==> images/m1.png <==
Scale: 3 px per um.
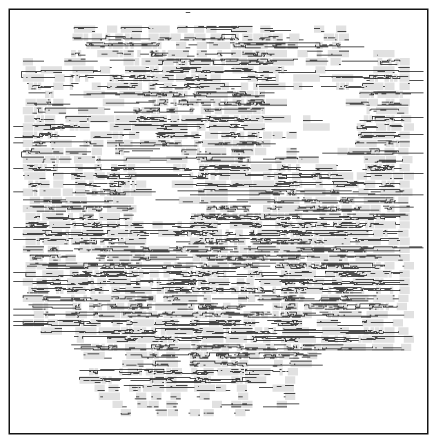
==> images/m2.png <==
Scale: 3 px per um.
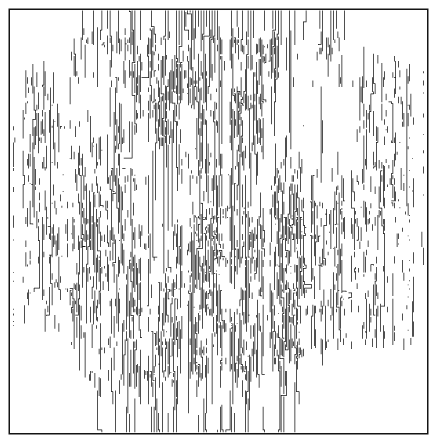
==> images/m3.png <==
Scale: 2 px per um.
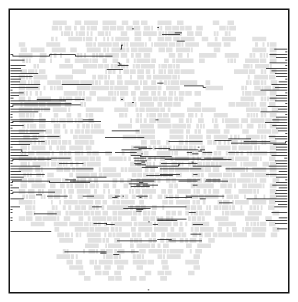
`src/rtl/if_stage_pkg.sv`:
```
// Shared fetch-stage definitions: FSM state encoding, NOP word, default PC step.
// Imported by the fetch stage and its PC register.
package if_stage_pkg;

  typedef enum logic [1:0] {
    IDLE = 2'd0,
    REQ  = 2'd1,
    HOLD = 2'd2,
    DROP = 2'd3
  } if_state_e;

  localparam logic [31:0] NOP_WORD        = 32'h0000_0000;
  localparam int unsigned DEFAULT_PC_STEP = 32'd4;

endpackage

```
`src/rtl/if_stage_pc_reg.sv`:
```
// Program counter register: synchronous active-low reset, load has priority over increment.
// The increment wraps modulo 2^32.
module if_stage_pc_reg
  import if_stage_pkg::*;
#(
  parameter logic [31:0] RESET_PC = 32'h0000_0000,
  parameter int unsigned PC_STEP  = DEFAULT_PC_STEP
) (
  input  logic        clock,
  input  logic        reset,
  input  logic        load,
  input  logic [31:0] load_value,
  input  logic        incr,
  output logic [31:0] pc
);

  localparam logic [31:0] STEP = 32'(PC_STEP);

  // PC update: reset, then redirect load, then sequential advance
  always_ff @(posedge clock) begin
    if (!reset) begin
      pc <= RESET_PC;
    end else if (load) begin
      pc <= load_value;
    end else if (incr) begin
      pc <= pc + STEP;
    end else begin
      pc <= pc;
    end
  end

endmodule

```
`src/rtl/if_stage.sv`:
```
// Instruction-fetch stage: req/ack fetch from instruction memory, valid/ready hand-off to decode,
// redirect from EX with squashing of an in-flight request (DROP state).
module if_stage
  import if_stage_pkg::*;
#(
  parameter logic [31:0] RESET_PC = 32'h0000_0000,
  parameter int unsigned PC_STEP  = DEFAULT_PC_STEP
) (
  input  logic        clock,
  input  logic        reset,
  input  logic        redirect,
  input  logic [31:0] next_address,
  output logic        imem_req,
  output logic [31:0] imem_addr,
  input  logic        imem_ack,
  input  logic [31:0] imem_data,
  output logic        if_valid,
  input  logic        id_ready,
  output logic [31:0] instruction,
  output logic [31:0] pc_out,
  output logic [31:0] pc_seq
);

  localparam logic [31:0] STEP = 32'(PC_STEP);

  if_state_e   state_r;
  logic [31:0] pc_s;
  logic        transfer_s;
  logic        pc_incr_s;
  logic [31:0] fetch_addr_s;

  // Handshake strobes and the address any newly issued request will use
  always_comb begin
    transfer_s   = if_valid & id_ready & ~redirect;
    pc_incr_s    = 1'b0;
    fetch_addr_s = pc_s;
    if ((state_r == REQ) && imem_ack && !redirect) begin
      pc_incr_s = 1'b1;
    end else begin
      pc_incr_s = 1'b0;
    end
    if (redirect) begin
      fetch_addr_s = next_address;
    end else begin
      fetch_addr_s = pc_s;
    end
  end

  if_stage_pc_reg #(
    .RESET_PC (RESET_PC),
    .PC_STEP  (PC_STEP)
  ) u_pc_reg (
    .clock      (clock),
    .reset      (reset),
    .load       (redirect),
    .load_value (next_address),
    .incr       (pc_incr_s),
    .pc         (pc_s)
  );

  // Fetch FSM with registered memory and decode-side outputs
  always_ff @(posedge clock) begin
    if (!reset) begin
      state_r     <= IDLE;
      imem_req    <= 1'b0;
      imem_addr   <= RESET_PC;
      if_valid    <= 1'b0;
      instruction <= NOP_WORD;
      pc_out      <= 32'h0000_0000;
      pc_seq      <= 32'h0000_0000;
    end else begin
      case (state_r)
        IDLE: begin
          state_r   <= REQ;
          imem_req  <= 1'b1;
          imem_addr <= fetch_addr_s;
          if_valid  <= 1'b0;
        end
        REQ: begin
          if (redirect) begin
            if_valid <= 1'b0;
            if (imem_ack) begin
              // Data for the old path is dropped; a fresh request goes straight out
              state_r   <= REQ;
              imem_addr <= next_address;
            end else begin
              state_r <= DROP;
            end
          end else if (imem_ack) begin
            state_r     <= HOLD;
            imem_req    <= 1'b0;
            instruction <= imem_data;
            pc_out      <= pc_s;
            pc_seq      <= pc_s + STEP;
            if_valid    <= 1'b1;
          end else begin
            state_r <= REQ;
          end
        end
        HOLD: begin
          if (redirect || transfer_s) begin
            state_r   <= REQ;
            if_valid  <= 1'b0;
            imem_req  <= 1'b1;
            imem_addr <= fetch_addr_s;
          end else begin
            state_r <= HOLD;
          end
        end
        DROP: begin
          if_valid <= 1'b0;
          if (imem_ack) begin
            state_r   <= REQ;
            imem_addr <= fetch_addr_s;
          end else begin
            state_r <= DROP;
          end
        end
        default: begin
          state_r  <= IDLE;
          imem_req <= 1'b0;
          if_valid <= 1'b0;
        end
      endcase
    end
  end

endmodule

```
`config.mk`:
```
export PLATFORM = sky130hd
export DESIGN_NAME = if_stage
export DESIGN_NICKNAME = d
export VERILOG_FILES = /design/src/rtl/if_stage_pkg.sv /design/src/rtl/if_stage_pc_reg.sv /design/src/rtl/if_stage.sv
export SDC_FILE = /design/constraint.sdc
export NUM_CORES = 1
export LEC_CHECK = 0
export CAP_MARGIN = 20
export CORE_AREA = 4 4 135 137
export DETAILED_ROUTE_END_ITERATION = 10
export DIE_AREA = 0 0 139 141
export PLACE_DENSITY = 0.81
export RECOVER_POWER = 25
export SYNTH_ARGS = -nofsm -noshare
export SYNTH_HDL_FRONTEND = slang
export SYNTH_SLANG_ARGS = --single-unit
```
`constraint.sdc`:
```
create_clock -name clock -period 2.3 [get_ports clock]
set_input_delay 0.69 -clock clock [delete_from_list [all_inputs] [get_ports clock]]
set_output_delay 0.69 -clock clock [all_outputs]
set_load 0.03 [all_outputs]
```
==> metrics.csv <==
stage,metric,value,unit
critical_path,sort_of_element_at_the_end_of_the_critical_path,flop,
grt,grt_pass1_vias,7129,
clock_tree,postCtsSetupBuffers,0,
die,chipWidth,139,um
critical_path,crit_path_max_incr_delay,620,ps
logic_synthesis,synth-area-yosys,7386,sq um
finish,layout.cells.most_common_list,"196 x sky130_fd_sc_hd__clkdlybuf4s50_1, 162 x sky130_fd_sc_hd__dfxtp_1, 160 x sky130_fd_sc_hd__nand2_1",
finish,total_non_filler_cell_area_in_the_finished_layout,10520,sq um
logic_synthesis,synth.yosys.num_cells,902,
finish,antenna_cells_inserted,0,
die,chip_area,19600,sq um
finish,design.final.nets,1175,
logic_synthesis,edf_count,0,
drt,route.detailed.wl_per_inst,16.42,um
critical_path,cpMaxStageDelayCell,sky130_fd_sc_hd__dlygate4sd3_1,
clock_tree,cts_hold_repair.buffers,0,
grt,grt_pass1_wl,36.09,mm
critical_path,r2r_cells,5,
logic_synthesis,yosys_top_cell_by_area,sky130_fd_sc_hd__dfxtp_1,
clock_tree,clk_transition_reported_paths,70,ps
logic_synthesis,synthesized_net_count,975,
pwr,total_leakage_power,0.003673,uW
logic_synthesis,netlist_top_cells_area,"sky130_fd_sc_hd__dfxtp_1 44%, sky130_fd_sc_hd__nand2_1 8.1%, sky130_fd_sc_hd__a21oi_1 5.4%",
finish,non_clock_buffer_count,278,
finish,final.clkbuf_count,19,
finish,drive_above_1_share,0.1121,
timing,period_utilization,0.9625,
place,dp.final_hpwl,16.02,mm
critical_path,critPathBufInv,2,
die,design.portCount,199,
pwr,clock_power_share,0.386,
critical_path,critical_path_capture_point,imem_addr[3],
finish,final-nonclk-buf-share,0.2614,
pwr,net-switching-power,2044,uW
logic_synthesis,yosysSeqAreaShare,0.4391,
timing,finClkSkew,12.54,ps
die,placeableCoreArea,17060,sq um
finish,seqAreaFraction,0.3084,
timing,setup_tns,0,ps
clock_tree,cts_htree_levels,4,
clock_tree,cts.path.max_buffers,2,
die,row_count,48,
hold_path,hold_class,flop to flop,
clock_tree,insertion_delay,430,ps
drt,antenna_left,0,
critical_path,worst_r2r_setup_slack,170,ps
timing,unrepaired_setup_endpoints_after_global_routing,false,
clock_tree,clock_sink_total,162,
clock_tree,cts_repair_resize_count,0,
logic_synthesis,ys_async_sr_fraction,0,
finish,fillCellCount,1442,
die,initCoreUtil,0.4330,
clock_tree,cts-buffers-inserted,17,
drt,detail_route.wirelength,22.00,mm
logic_synthesis,post_synthesis_cell_area,7386,sq um
place,placedInstanceArea,9965,sq um
die,die_y,141,um
pwr,power.density,681.4,nW/um^2
hold_path,timing.hold.worst.start,instruction[24],
logic_synthesis,synth.yosys.warnings,0,
finish,layout.non_clock_inverters,7,
finish,num-multi-input-gates,636,
logic_synthesis,postSynthRegisterBits,162,
grt,number_of_antenna_violations_at_the_first_check_in_global_routing,0,
finish,area_growth_syn_to_layout,42.40,%
timing,hold_violations,0,
place,place.gp.congestion,0.9200,
critical_path,required_worst_endpoint,2620,ps
timing,max-slew-margin-rel,0.6090,
job,tool_warnings,28,
grt,tot_gr_track_use,0.2221,
finish,comb_area_frac,0.3461,
hold_path,min_delay_worst_endpoint,instruction[24],
finish,highest_count_logic_cell_in_the_final_layout,sky130_fd_sc_hd__clkdlybuf4s50_1,
finish,seq_area,3243,sq um
timing,report.final.slew_viol_count,0,
timing,worst_pin_slew,586.5,ps
pwr,pwr-share-comb,0.183,
logic_synthesis,synth_cell_type_count,57,
grt,leftover_overflow_at_the_end_of_global_routing,0,
logic_synthesis,postSynthAreaPerCell,8.188,sq um
critical_path,path_depth,5,
die,tap-cell-count,225,
clock_tree,tritoncts,done,
logic_synthesis,post_synth_most_frequent_cells,"162 x sky130_fd_sc_hd__dfxtp_1, 160 x sky130_fd_sc_hd__nand2_1, 79 x sky130_fd_sc_hd__a21oi_1",
drt,vias,7402,
pwr,cell_internal_pwr,5122,uW
drt,drt_pass1_iterations,5,
timing,timing.final.ws_setup,86.24,ps
pwr,seq_cell_power,3090,uW
pwr,power.share.switching,0.2853,
timing,finalWorstPathRequiredPeriod,2214,ps
critical_path,cpLargestDelayFamily,buffers and inverters,
critical_path,setup.worst_path.class,input pin to flop,
critical_path,reg2reg_from,u_pc_reg.pc[13],
critical_path,crit-reg2reg-capture,u_pc_reg.pc[28],
finish,finalCoreUtilization,0.6166,
critical_path,crit_fanout,12,
pwr,seq_power_share,0.431,
finish,flops,162,
critical_path,start_kind,input pin,
timing,max_clock_freq,451.7,MHz
drt,vias_per_instance,5.524,
critical_path,launching_element_of_the_worst_setup_path,redirect,
logic_synthesis,ys.flop_type,sky130_fd_sc_hd__dfxtp_1,
job,drv_cap,0,
finish,layout.area.top_class,combinational gates,
pwr,powerClk,2770,uW
timing,final_setup_fails,0,
critical_path,sequence_of_cells_on_the_critical_path,dlygate4sd3_1 -> or3b_2 -> a2bb2oi_4 -> buf_4 -> a311oi_1,
place,place_worst_setup_slack,-251.6,ps
hold_path,worst_hold_path.num_cells,2,
critical_path,cp.arrival,2530,ps
logic_synthesis,cell_with_the_most_instances_after_synthesis,sky130_fd_sc_hd__dfxtp_1,
logic_synthesis,postSynthCellCount,902,
finish,clkCellAreaFrac,0.05484,
clock_tree,cts.root.buffer_cell,sky130_fd_sc_hd__clkbuf_16,
grt,pin_count_of_the_biggest_net_entering_global_routing,38,
drt,route.detailed.drc,0,
finish,comb_area,3640,sq um
drt,drt_first_iter_violations,538,
logic_synthesis,top_cell_area_share,0.4391,
pwr,irDropWorstVdd,549.8,uV
pwr,total_combinational_power,1310,uW
place,placement.io_buffers,198,
outcome,outcome,"complete, no violations",
pwr,top_power_group,registers,
## Picture notes: m1.png
- nets with wire on the layer: 1055
- share of all routed wire: 44%
- wire length on this layer: 9580 um

## Picture notes: m2.png
- longest straight run: 50.7 um
- wire length on this layer: 9980 um

## Picture notes: m3.png
- main direction: horizontal
- nets with wire on the layer: 187
- longest straight run: 44.9 um
- share of all routed wire: 9.5%
- wire length on this layer: 2090 um

## routing by layer
layer,share of wire,track usage,vias to the layer above
li1,-,-,3625
met1,0.44,0.2896,3435
met2,0.45,0.3552,313
met3,0.095,0.06716,29
met4,0.015,0.07055,0
met5,0,0,-
## logic make-up after synthesis
group / Yosys count / synth area share
AND-OR/OR-AND: 246 / 0.2031
XOR/XNOR: 20 / 0.02372
adder cells (fa/ha/maj): 4 / 0.006776
buffers and inverters: 104 / 0.07199
flip-flops: 162 / 0.4391
multiplexers: 27 / 0.03659
AND/OR/NAND/NOR: 339 / 0.2187
## stage by stage
stage          hold WS [ps]  instances  total power, uW
6_report              452.1       1340             7167
5_1_grt               472.5       1340             7446
3_3_place_gp          440.7       1308             4439
4_1_cts               454.8       1340             7222
3_5_place_dp          446.2       1308             4461
2_1_floorplan         443.9        902             3849
Power is estimated from default activity; no workload was simulated.
